Design instr_encoder, sky130hd; sources not shown.
Figure 1. Metal layers overlaid.
Only two layers are drawn.
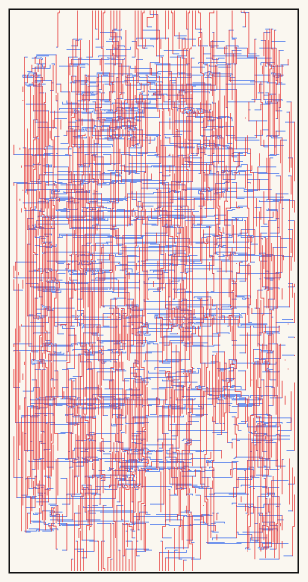
- red: M2 (wire length 13,200 µm)
- blue: M1 (wire length 7,030 µm)
WL/cell: 22.1 µm
DR vias: 5,714
final WL: 22,800 µm
GRT Util Overall: 0.305

Figure 2. Track usage over the die.
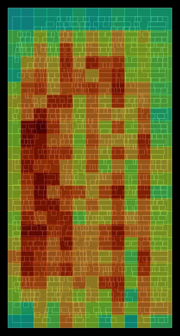
routing usage on met2: 0.582
final core utilization: 0.675
GRT met1 Usage: 0.287
Top Usage Layer GRT: met2

Figure 3. The metal 4 layer.
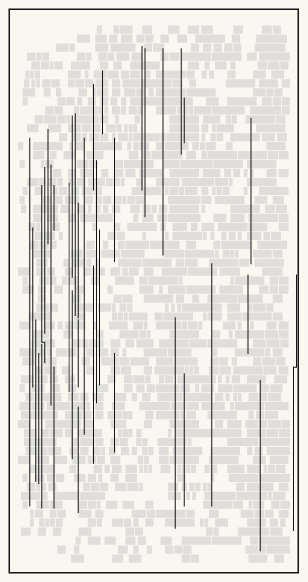
- longest straight run: 112 µm
- share of all routed wire: 8.1%
- main direction: vertical

Figure 4. Supply network.
Scale bar: 20 µm. Pins as bars on the die edge. Tap cells in grey.
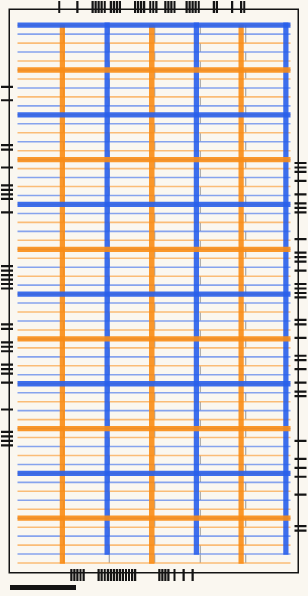
- orange: VSS
- blue: VDD
- met4 straps: 6
- met1 rails: 61
Die Wd: 87.3 µm
Die Y: 171 µm
CORE AREA: 13,500 µm²

==> flow_summary_export.csv <==
group,metric,value,unit
flow_run,drv_cap,0,
yosys,synth.cell_area,4580,µm²
worst_hold_path,hold_path.class,"primary input to async pin",
drt,route.detailed.drc,0,
yosys,synth_chip_area,4580,µm²
floorplan,ios,120,
drt,first_iter_violations,366,
placement,dpl_cell_area,7180,µm²
run_status,status,"complete, but fails checks",
cells_and_area,area_delta_synth_final,99.4,%
yosys,synth-edff-count,0,
setup_path,endpoint_kind,"flop",
yosys,syn_avg_cell_area,8.29,µm²
setup_path,critical_path_required,2.11,ns
cells_and_area,drive_gt1_frac,0.534,
timing,setup_slack,-0.191,ns
yosys,fp_nets,628,
timing,slew-limit-headroom,0.666,
yosys,ys_async_sr_fraction,1.00,
yosys,synthFlopType,"dfrtp_1",
pwr,p_switching,4.27,mW
cells_and_area,largest_reg_flops,32,
pwr,p_sw_frac,0.443,
global_routing,overflow,0,
clock_tree,cts_tree,"done",
yosys,top_area_frac,0.377,
timing,final.min_clock_period,2.09,ns
setup_path,startpoint_type,"primary input",
global_routing,antenna_found_initial,0,
yosys,largest_area_cell,"dfrtp_1",
pwr,power_frac_clock,0.174,
clock_tree,clockBufferDepth,2,
placement,port_buffers,119,
clock_tree,clkTransAtPathRegs,0.05,ns
clock_tree,cts_sinks,69,
yosys,yosysUniqueCellTypes,63,
clock_tree,clock.latency.late_pin,0.34,ns
timing,hold_viol_final,0,
yosys,top_cell,"nand2_1",
setup_path,r2r_slack,0,ns
pwr,p_comb_frac,0.567,
timing,rsz0062_at_grt,"yes",
pwr,p_leak,4.10,nW
pwr,worst_ir_drop_vdd,0.461,mV
timing,timing.setup.tns,-5.48,ns
placement,gp_congestion,0.943,
timing,fin_crit_sh,1.10,
yosys,common_cells,"82 x nand2_1, 69 x dfrtp_1, 41 x nor2_1, 36 x a21oi_1, 32 x nand3_1",
timing,finalMaxSlewViolations,0,
yosys,yosysSeqAreaShare,0.377,
floorplan,fp-utilization,0.339,
drt,routed_via_density,5.55,
placement,post-dp-hpwl,16700,µm
timing,fmax,478,MHz
clock_tree,postCtsHoldBufs,0,
cells_and_area,diodes,0,
floorplan,rows,60,
pwr,seqPwrFrac,0.259,
cells_and_area,nets,946,
run_status,violations,"negative setup slack",
floorplan,chip_area,14900,µm²
yosys,synth-seq-cells,69,
setup_path,setup.worst_path.class,"primary input to flop",
global_routing,grt_pass1_wl,33400,µm
setup_path,cp_max_fo,6,
global_routing,grt_pass1_vias,6045,
pwr,intPower,5.38,mW
timing,skew,0.0111,ns
timing,finalSetupViolCount,46,
yosys,ys_cells,552,
clock_tree,htreeDepth,3,
flow_run,warning_count,32,
power groups by stage:
stage	combinational [mW]	sequential, mW	clock (mW)
6_report	5.47	2.50	1.67
5_1_grt	5.77	2.55	1.75
4_1_cts	4.98	2.43	1.69
3_5_place_dp	4.41	2.45	0
3_3_place_gp	4.35	2.42	0
2_1_floorplan	1.39	3.63	0
per-stage QoR:
stage / utilization / hold slack, ns / setup slack [ns] / std cells
2_1_floorplan: - / -0.0106 / -0.143 / 552
3_3_place_gp: 0.531 / 0.374 / -1.03 / 957
3_5_place_dp: 0.531 / 0.376 / -1.03 / 957
4_1_cts: 0.633 / 0.0237 / -0.164 / 1023
5_1_grt: 0.675 / 0.0399 / -0.268 / 1030
6_report: 0.675 / 0.00228 / -0.191 / 1030
layer usage:
| layer | track usage | vias to the layer above | part of all wire |
|---|---|---|---|
| li1 | - | 2670 | - |
| met1 | 0.287 | 2740 | 0.31 |
| met2 | 0.582 | 221 | 0.58 |
| met4 | 0.219 | 0 | 0.081 |
| met5 | 0 | - | 0 |
| met3 | 0.0285 | 83 | 0.032 |
what timing repair did:
action / in CTS / in global routing
gates resized: 320 / 122
cloned: 7 / 1
endpoints found under the setup margin: 98 / 71
pin swaps: 56 / 37
buffers inserted: 43 / 6
layout by cell type, fill, tap and decap left out, types with 12 or more instances in the layout:
cell,netlist,routed
buf_12,0,13
o21ai_2,0,17
dfrtp_1,69,59
clkdlybuf4s50_1,0,26
o21ai_0,18,15
nand2_4,0,12
buf_6,2,41
dlygate4sd2_1,0,31
buf_2,10,18
nand2_1,82,60
nand3_1,32,20
nand4_1,12,12
buf_4,2,187
a21oi_1,36,29
nor2_1,41,31
xnor2_1,21,13
layout make-up:
class,instances,area [µm²]
fillers,1143,4390
multi-input cells,436,3710
repair buffers,340,3140
flip-flops and latches,69,1740
clock buffers,12,246
well taps,155,194
inverters,14,52.6
clock inverters,4,47.5
worst max-delay path, cell delays in order:
cell and delay (ns):
buf_6 0.10, nor4_4 0.28, nand3_2 0.19, or2_4 0.34
a22oi_2 0.25, o311ai_4 0.14, buf_12 0.16, buf_8 0.12
clkbuf_16 0.17, a211oi_4 0.18, a31oi_1 0.07
kinds of logic after synthesis:
kind of cell             synth area share
AND/OR/NAND/NOR                     0.260
AND-OR/OR-AND                       0.225
flip-flops                          0.377
buffers and inverters              0.0462
XOR/XNOR                           0.0593
adder cells (fa/ha/maj)            0.0191
multiplexers                       0.0137
Power figures rest on the tool's default switching activity, not on a simulated workload.
